File: src/rtl/riscorvo_mtimer.sv
// Machine timer (mtime/mtimecmp/prescaler) on a valid/ready word bus; ready pulses one cycle after accept.
// No backpressure: hits are accepted in IDLE only, requests presented during ACK are not sampled.
module riscorvo_mtimer #(
  parameter logic [31:0] MTIME_ADDR     = 32'hA000_0000,
  parameter logic [31:0] MTIMEH_ADDR    = 32'hA000_0004,
  parameter logic [31:0] MTIMECMP_ADDR  = 32'hA000_0008,
  parameter logic [31:0] MTIMECMPH_ADDR = 32'hA000_000C,
  parameter logic [31:0] MTIMEDIV_ADDR  = 32'hA000_0010
) (
  input  logic        clk,
  input  logic        reset_n,
  input  logic        valid_data_i,
  output logic        ready_data_o,
  input  logic [31:0] addr_data_i,
  input  logic [31:0] write_data_i,
  input  logic        read_write_i,
  input  logic [3:0]  mask_data_i,
  output logic [31:0] read_data_o,
  output logic        hit_o,
  output logic        timer_irq_o
);

  localparam logic [0:0] IDLE = 1'b0;
  localparam logic [0:0] ACK  = 1'b1;

  logic [0:0]  state;
  logic [63:0] mtime;
  logic [63:0] mtimecmp;
  logic [31:0] mtimediv;
  logic [31:0] presc_cnt;

  logic [63:0] mtime_nxt;
  logic [63:0] mtimecmp_nxt;
  logic [31:0] mtimediv_nxt;
  logic [31:0] presc_nxt;
  logic [31:0] rd_val;

  logic sel_time, sel_timeh, sel_cmp, sel_cmph, sel_div;
  logic accept, wr_en, tick;
  logic unused_addr_bits;

  // Word decode only; the byte offset is irrelevant for 32-bit registers.
  assign sel_time  = (addr_data_i[31:2] == MTIME_ADDR[31:2]);
  assign sel_timeh = (addr_data_i[31:2] == MTIMEH_ADDR[31:2]);
  assign sel_cmp   = (addr_data_i[31:2] == MTIMECMP_ADDR[31:2]);
  assign sel_cmph  = (addr_data_i[31:2] == MTIMECMPH_ADDR[31:2]);
  assign sel_div   = (addr_data_i[31:2] == MTIMEDIV_ADDR[31:2]);
  assign unused_addr_bits = ^addr_data_i[1:0];

  assign hit_o        = sel_time | sel_timeh | sel_cmp | sel_cmph | sel_div;
  assign accept       = (state == IDLE) && valid_data_i && hit_o;
  assign wr_en        = accept && read_write_i;
  assign ready_data_o = (state == ACK);
  assign tick         = (presc_cnt == mtimediv);

  function automatic logic [31:0] merge_bytes(input logic [31:0] old_val,
                                              input logic [31:0] new_val,
                                              input logic [3:0]  mask);
    logic [31:0] res;
    res = old_val;
    for (int i = 0; i < 4; i++) begin
      if (mask[i]) res[8*i +: 8] = new_val[8*i +: 8];
    end
    return res;
  endfunction

  always_comb begin
    mtime_nxt    = tick ? (mtime + 64'd1) : mtime;
    mtimecmp_nxt = mtimecmp;
    mtimediv_nxt = mtimediv;
    presc_nxt    = tick ? 32'd0 : (presc_cnt + 32'd1);
    // A write to either mtime half replaces the increment; the other half keeps its old value.
    if (wr_en) begin
      if (sel_time) begin
        mtime_nxt = {mtime[63:32], merge_bytes(mtime[31:0], write_data_i, mask_data_i)};
      end else if (sel_timeh) begin
        mtime_nxt = {merge_bytes(mtime[63:32], write_data_i, mask_data_i), mtime[31:0]};
      end else if (sel_cmp) begin
        mtimecmp_nxt[31:0] = merge_bytes(mtimecmp[31:0], write_data_i, mask_data_i);
      end else if (sel_cmph) begin
        mtimecmp_nxt[63:32] = merge_bytes(mtimecmp[63:32], write_data_i, mask_data_i);
      end else if (sel_div) begin
        mtimediv_nxt = merge_bytes(mtimediv, write_data_i, mask_data_i);
        presc_nxt    = 32'd0;
      end
    end
  end

  always_comb begin
    rd_val = 32'd0;
    if (sel_time)       rd_val = mtime[31:0];
    else if (sel_timeh) rd_val = mtime[63:32];
    else if (sel_cmp)   rd_val = mtimecmp[31:0];
    else if (sel_cmph)  rd_val = mtimecmp[63:32];
    else if (sel_div)   rd_val = mtimediv;
  end

  always_ff @(posedge clk or negedge reset_n) begin
    if (!reset_n) begin
      state       <= IDLE;
      read_data_o <= 32'd0;
      timer_irq_o <= 1'b0;
      mtime       <= 64'd0;
      mtimecmp    <= 64'hFFFF_FFFF_FFFF_FFFF;
      mtimediv    <= 32'd0;
      presc_cnt   <= 32'd0;
    end else begin
      state       <= accept ? ACK : IDLE;
      if (accept) read_data_o <= read_write_i ? 32'd0 : rd_val;
      mtime       <= mtime_nxt;
      mtimecmp    <= mtimecmp_nxt;
      mtimediv    <= mtimediv_nxt;
      presc_cnt   <= presc_nxt;
      timer_irq_o <= (mtime_nxt >= mtimecmp_nxt);
    end
  end

endmodule

File: config.mk
export PLATFORM = sky130hd
export DESIGN_NAME = riscorvo_mtimer
export DESIGN_NICKNAME = d
export VERILOG_FILES = /design/src/rtl/riscorvo_mtimer.sv
export SDC_FILE = /design/constraint.sdc
export NUM_CORES = 1
export LEC_CHECK = 0
export ABC_CLOCK_PERIOD_IN_PS = 5690
export CAP_MARGIN = 5
export CORE_AREA = 2 2 156 158
export CTS_BUF_LIST = sky130_fd_sc_hd__clkbuf_4
export CTS_CLUSTER_DIAMETER = 80
export DETAILED_ROUTE_END_ITERATION = 8
export DIE_AREA = 0 0 158 160
export PLACE_DENSITY = 0.81
export RECOVER_POWER = 100
export SETUP_SLACK_MARGIN = 0.05
export SKIP_LAST_GASP = 1
export SYNTH_ARGS = -nofsm -noshare
export SYNTH_HDL_FRONTEND = slang
export SYNTH_SLANG_ARGS = --single-unit
File: constraint.sdc
create_clock -name clk -period 5.69 [get_ports clk]
set_clock_uncertainty 0.1 [all_clocks]
set_input_delay 1.138 -clock clk [delete_from_list [all_inputs] [get_ports clk]]
set_output_delay 1.138 -clock clk [all_outputs]
set_load 0.02 [all_outputs]
**Run 1: sizing map**

Bar = 50 µm.
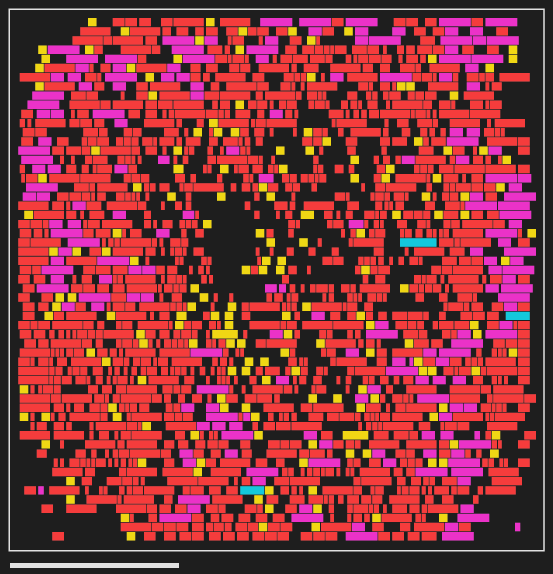
Key: x1 and smaller = red [cells 1279, most used dfrtp_1]; x2 = magenta [cells 185, most used mux2_2]; x6 and larger = cyan [cells 3, most used buf_12]; x3 and x4 = yellow [cells 173, most used clkbuf_4]
cell area after layout: 16600 µm²
Area Overhead vs Synth: 18.95%
Signal buffers: 192
worst setup margin: 0.2729 ns

**Run 1: layout detail**

Bar = 10 µm. Region (59, 28) to (99, 68) µm. Cells in grey, sequential cells in the stronger grey; small squares are vias.
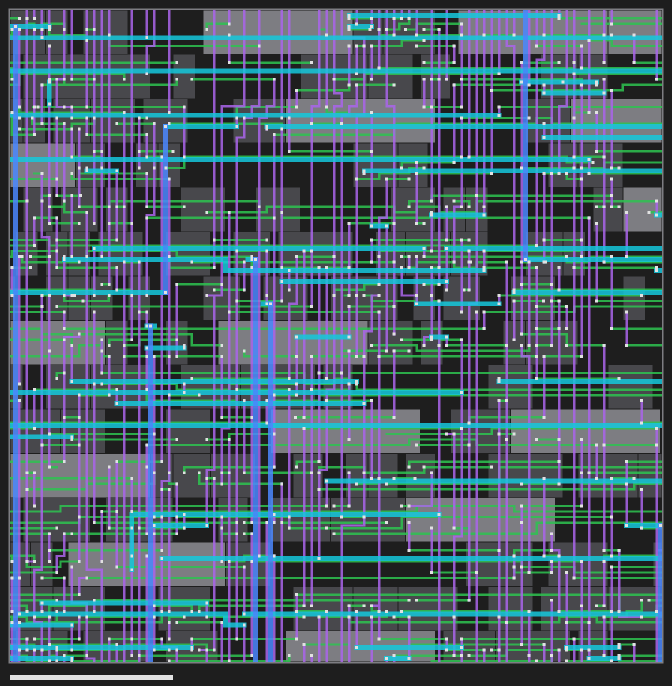
Key: M2 = purple; M1 = green; M4 = blue; M3 = cyan
Sequential cells in the window: 12. 121 logic cells have their middle in the window. Netlist names of flops here include mtime (5), mtimediv (4), mtimecmp (3). Most frequent: nand2_1 (12), buf_4 (11).

**Run 1: congestion heat map**

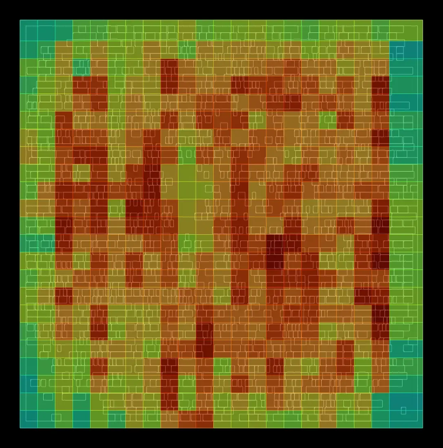
Util after Layout: 69.71%
WL/cell: 23.86 µm
GR Util met3: 9.037%
M1 GR Usage: 52.76%

==> deck_impl_summary.md, run 1 <==
Flow Results at a Glance

Status
  – Status: finished, violations left
  – Failing checks: max-capacitance violations, max-slew violations

Yosys
  – Async set or reset register ratio after synthesis: 100.0%
  – Synth Area in Adders: 5.916%
  – Mux share: 15.16%
  – Yosys top cell by instances: dfrtp_1
  – Ys cells: 1391

Floorplanning
  – Tap cells: around 320
  – Core region area: 23820 µm²

Cells and area
  – FF/Latch Area: approximately 5700 µm²
  – Buffering overhead: 9.735%
  – Seq/total area: about a third
  – Most frequent logic cells in the routed design: 162 x dfrtp_1, 125 x nor2_1, 111 x clkbuf_4, 105 x mux2_2, 99 x nand2_1

Global route
  – Initial antenna violation count: 3
  – Vias in the first global route: 12550
  – GR Util All Layers: 37.74%
  – Most used routing layer: met2

Critical path
  – RR Endpoint: timer_irq_o$_DFF_PN0_
  – Worst setup endpoint: timer_irq_o$_DFF_PN0_
  – Critical Path End Type: flop

STA
  – Final slew viol count: about 160
  – Min Hold Slack: between 0.3 and 0.4 ns
  – Final hold violations: 0
  – Worst slew margin: -108.3%
  – Worst-Margin Slew: 3.124 ns
  – Final setup violation count: 0

Detailed routing
  – Top routing layer in use: met5

Pwr
  – Top Consumer: clock

Place
  – Detail Placement HPWL: 34460 µm

Job
  – Max_cap viols: 2
[run 1: sequential cells by signal, summed over array words and instances, names as in the netlist]
name	flops
presc_cnt	32
mtimediv	32
mtime	64
read_data_o	32
ready_data_o	1
mtimecmp	64
timer_irq_o	1
[run 1: logic make-up after synthesis]
family,after synthesis
AND-OR/OR-AND,294
XOR/XNOR,59
adder cells (fa/ha/maj),66
buffers and inverters,81
flip-flops,226
multiplexers,198
AND/OR/NAND/NOR,467
[run 1: per-stage QoR]
stage          total power [W]  TNS (ns)  util [%]  instances
6_report              0.003409         0     69.71       1966
4_1_cts               0.003435         0     70.24       1964
3_3_place_gp          0.001792  -0.08790     66.46       1843
2_1_floorplan         0.001668         0         -       1391
5_1_grt               0.003528         0     69.71       1966
3_5_place_dp          0.001793   -0.2363     66.46       1843
**Run 1: met2 routing**

Bar = 50 µm. Cells faint in the background.
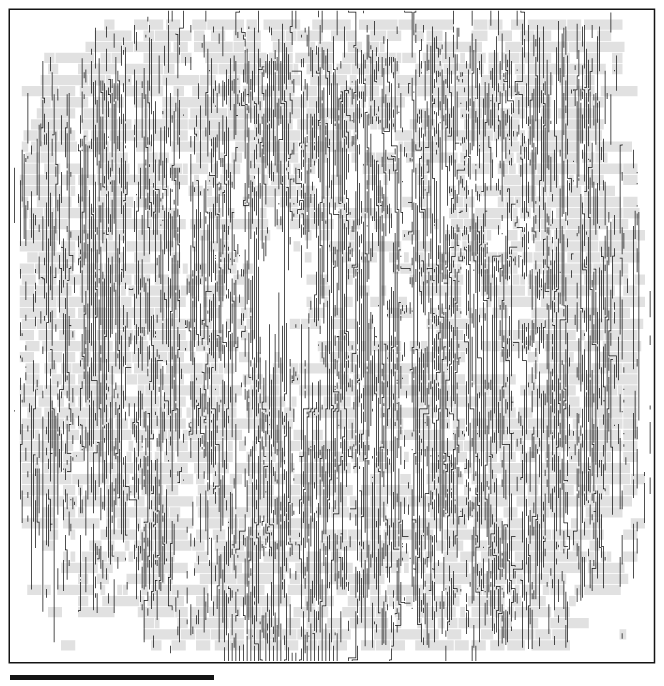

## Run 2: what changed since run 1
- CORE_AREA: 2 2 156 158 -> 2 2 164 150
- DIE_AREA: 0 0 158 160 -> 0 0 166 152
**Run 2: met2 routing**

Bar = 50 µm. Cells faint in the background.
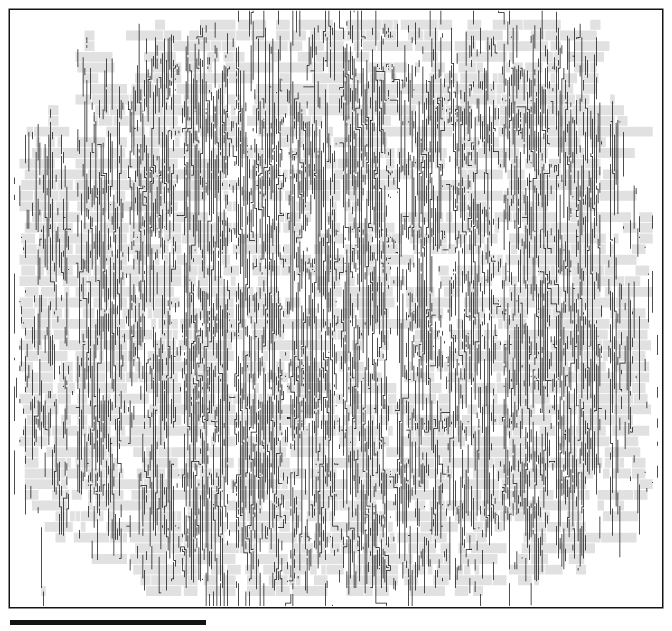
The longest straight run is 61.2 µm. The layer carries 20000 µm of wire.
M2 GR Usage: 54.12%
routed vias: 12920
WL final: 45990 µm

==> run 2 against run 1 <==
Global-route usage decreased by 1.8 points. Non-clock buffer count decreased by 3. Worst setup slack improved by 0.16 ns. Via count grew 0.59%. Largest power group is now sequential cells. Final area down 0.41%. Hold slack hardly changed. Sequential share of layout area grew 0.14 points. Critical path type unchanged. The flow still finishes with violations (max-capacitance violations, max-slew violations).
==> deck_impl_summary.md, run 2 <==
Flow Results at a Glance

Status
  – Status: finished, violations left
  – Failing checks: max-capacitance violations, max-slew violations

Cells and area
  – N_diodes: 2
  – Number of logic inverters in the finished layout: 17
  – Fin cells: 1937 (-1.5%)
  – Util after Layout: 69.73% (about the same)
  – FF/Latch Area: 5736 µm² (unchanged)
  – Buffering overhead: 9.897% (+0.16 points)
  – Most frequent logic cells in the routed design: 162 x dfrtp_1, 125 x nor2_1, 107 x mux2_2, 98 x nand2_1, 97 x clkbuf_4
  – Largest regs: mtime x64, mtimecmp x64

Detailed routing
  – Top routing layer in use: met4
  – WL/cell: 23.74 µm (-0.49%)
  – Remaining DRCs: 0

STA
  – Final slew viol count: 81 (-48%)
  – Worst slew margin: -196.5% (-88 points)
  – TNS Setup: 0 ns (unchanged)
  – Worst-Margin Slew: 4.447 ns (+1.324 ns)
  – Final setup violation count: 0 (unchanged)
  – Min Hold Slack: 0.3715 ns (-0.0001070 ns)
  – Worst setup margin: 0.4366 ns (+0.1636 ns)

Floorplanning
  – Core region area: 23720 µm² (-0.44%)

Global route
  – GR Util All Layers: 35.95% (-1.8 points)
  – GR Util met3: 8.518% (-0.52 points)
  – Initial antenna violation count: 1 (-2)
  – Vias in the first global route: 12690 (+1.1%)
  – M1 GR Usage: 50.29% (-2.5 points)
  – Most used routing layer: met2

Critical path
  – Critical Path End Type: flop
  – Worst setup endpoint: timer_irq_o$_DFF_PN0_
  – RR Endpoint: timer_irq_o$_DFF_PN0_

Place
  – Inst Count DP: 1824 (-1.0%)
  – Detail Placement HPWL: 33080 µm (-4.0%)

Yosys
  – Synth Area in Adders: 5.916% (unchanged)
  – Async set or reset register ratio after synthesis: 100.0% (unchanged)
  – Mux share: 15.16% (unchanged)
  – Yosys top cell by instances: dfrtp_1
  – Simple Share, Synth: 16.96%

Job
  – Max_cap viols: 1 (-1)
## run 2: cell families (layout without fill, tap and decap cells)
kind of cell | after synthesis | in the layout
AOI/OAI and AO/OA | 294 | 294
xor gates and xnor gates | 59 | 59
adders and majority gates | 66 | 66
buffers and inverters | 81 | 317
DFF | 226 | 226
muxes | 198 | 198
other | 0 | 2
and+or+nand+nor | 467 | 467
## run 2: power by group through the flow
stage	combinational (W)	sequential (W)	clock, W
6_report	0.000155	0.00161	0.00156
5_1_grt	0.000165	0.00161	0.00166
4_1_cts	0.000154	0.00161	0.00157
3_5_place_dp	0.000154	0.00164	0
3_3_place_gp	0.000152	0.00164	0
2_1_floorplan	0.0000301	0.00164	0
**Run 2: sizing map**

Bar = 50 µm.
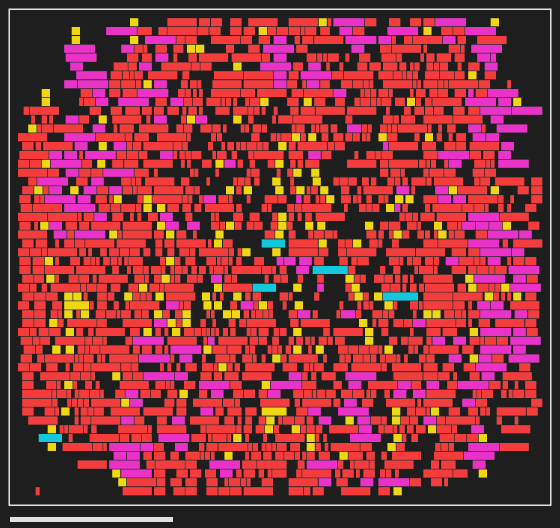

## Run 3: what changed since run 2
- CELL_PAD_IN_SITES_DETAIL_PLACEMENT: not set -> 1
- CELL_PAD_IN_SITES_GLOBAL_PLACEMENT: not set -> 1
- CORE_AREA: 2 2 164 150 -> 2 2 183 167
- DIE_AREA: 0 0 166 152 -> 0 0 185 169
- PLACE_DENSITY: 0.81 -> not set
- PLACE_DENSITY_LB_ADDON: not set -> 0.1
**Run 3: sizing map**

Bar = 50 µm.
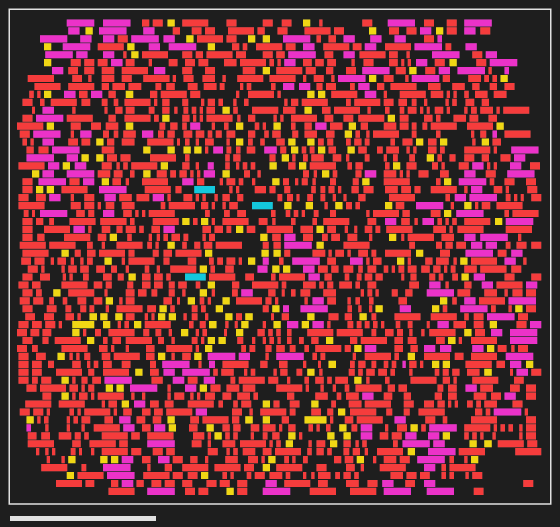
Key: x2 = magenta [cells 188, most used mux2_2]; x3 and x4 = yellow [cells 188, most used clkbuf_4]; x1 and smaller = red [cells 1274, most used dfrtp_1]; x6 and larger = cyan [cells 3, most used buf_12]
cell area after layout: 16800 µm²
Area Overhead vs Synth: 20.38%
worst setup margin: 0.3677 ns

==> run 3 against run 2 <==
The run still ends with max-capacitance violations, max-slew violations left. Routed wire length grew 14%. Sequential share of layout area shrank 0.56 points. Final area grew 1.6%. Critical path depth grew 2. Largest cell class unchanged. Maximum frequency shrank 1.3%. Die size grew 24%. Highest routed layer is now met5. Area after synthesis is the same. Combinational power is essentially flat. First-iteration DRC count shrank 31%.
==> deck_impl_summary.md, run 3 <==
Flow Results at a Glance

Critical path
  – RR Endpoint: timer_irq_o$_DFF_PN0_
  – Critical Path End Type: flop
  – Worst r2r src: mtime[3]$_DFF_PN0_

Global route
  – M1 GR Usage: 48.14% (-2.1 points)
  – Vias in the first global route: 13500 (+6.4%)
  – Most used routing layer: met2
  – Initial antenna violation count: 2 (+1)
  – GR Util met3: 7.638% (-0.88 points)
  – M2 GR Usage: 52.19% (-1.9 points)

Cells and area
  – Buffering overhead: 10.47% (+0.57 points)
  – Largest regs: mtime x64, mtimecmp x64
  – Most frequent logic cells in the routed design: 162 x dfrtp_1, 125 x nor2_1, 111 x clkbuf_4, 105 x mux2_2, 97 x nand2_1
  – Fin cells: 2057 (+6.2%)
  – N_diodes: 1 (-1)
  – Number of logic inverters in the finished layout: 17 (unchanged)
  – FF/Latch Area: 5736 µm² (unchanged)
  – Signal buffers: 206
  – Util after Layout: 57.10% (-13 points)
  – Final #Nets: between 1500 and 2000

Place
  – Detail Placement HPWL: 38570 µm (+17%)

Detailed routing
  – WL met1: 23060 µm
  – Remaining DRCs: 0 (unchanged)
  – Routed vias: 12920 (+0.0077%)
  – WL/cell: 25.47 µm (+7.3%)
  – WL final: 52400 µm (+14%)
  – Top routing layer in use: met5

Yosys
  – Mux share: 15.16% (unchanged)
  – Yosys top cell by instances: dfrtp_1
  – Simple Share, Synth: 16.96% (unchanged)
  – Synth Area in Adders: 5.916% (unchanged)
  – Chip Area, Yosys: 13960 µm²

Job
  – Max_cap viols: 1 (unchanged)

STA
  – Min Hold Slack: 0.3709 ns (-0.0005730 ns)
  – Worst slew margin: -175.5% (+21 points)
  – TNS Setup: 0 ns (unchanged)
  – Final setup violation count: 0 (unchanged)
  – Worst-Margin Slew: 4.133 ns (-0.3148 ns)
  – Final slew viol count: 85 (+4.9%)

Pwr
  – VDD IR-drop max: about 0.00019 V

Status
  – Status: finished, violations left
  – Failing checks: max-capacitance violations, max-slew violations

Floorplanning
  – Core region area: 29430 µm² (+24%)
==> run 3: cell count changes in the layout (fill, tap and decap cells not counted), moves of 2 or more <==
cell       before  now
buf_4          61   75
clkbuf_4       97  111
clkinv_1       10    7
bufinv_16       2    0
clkbuf_1       20   22
mux2_1          0    2
mux2_2        107  105
==> run 3: power by group through the flow <==
stage | clock network, W | registers (W) | logic [W]
floorplan | 0 | 0.00164 | 0.0000301
global placement | 0 | 0.00164 | 0.000157
detailed placement | 0 | 0.00164 | 0.000158
CTS | 0.00166 | 0.00161 | 0.000159
global route | 0.00174 | 0.00161 | 0.000170
finish | 0.00162 | 0.00161 | 0.000158

==> gallery <==
The metal 1 layer.
Bar = 50 µm. Supply wires on this layer in grey. Cells faint in the background.
Plate I
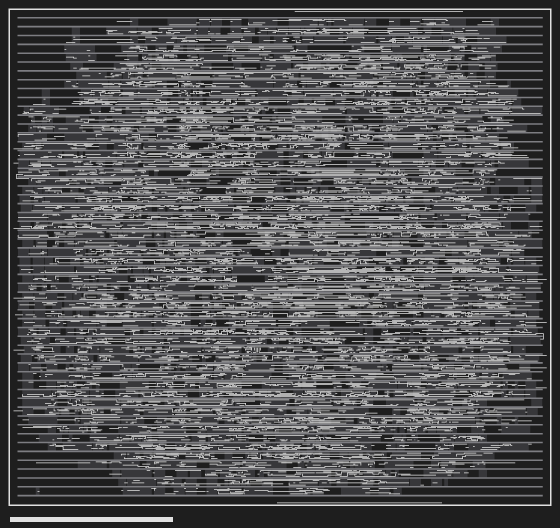
Plate II
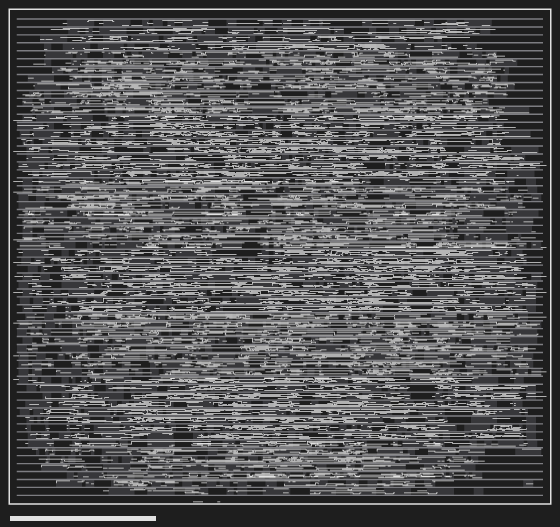
Plate III
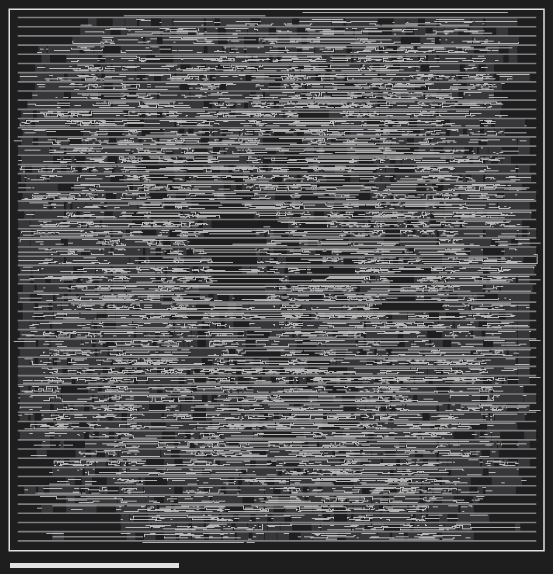
run 1: Plate III
run 3: Plate II
run 2: Plate I
Of these, largest die: Plate II

Key to Plate I:
The layer carries 18800 µm of wire. 1592 nets have wire on it. The longest straight run is 75.9 µm. The wires run mostly horizontal.

Power is estimated from default activity; no workload was simulated.
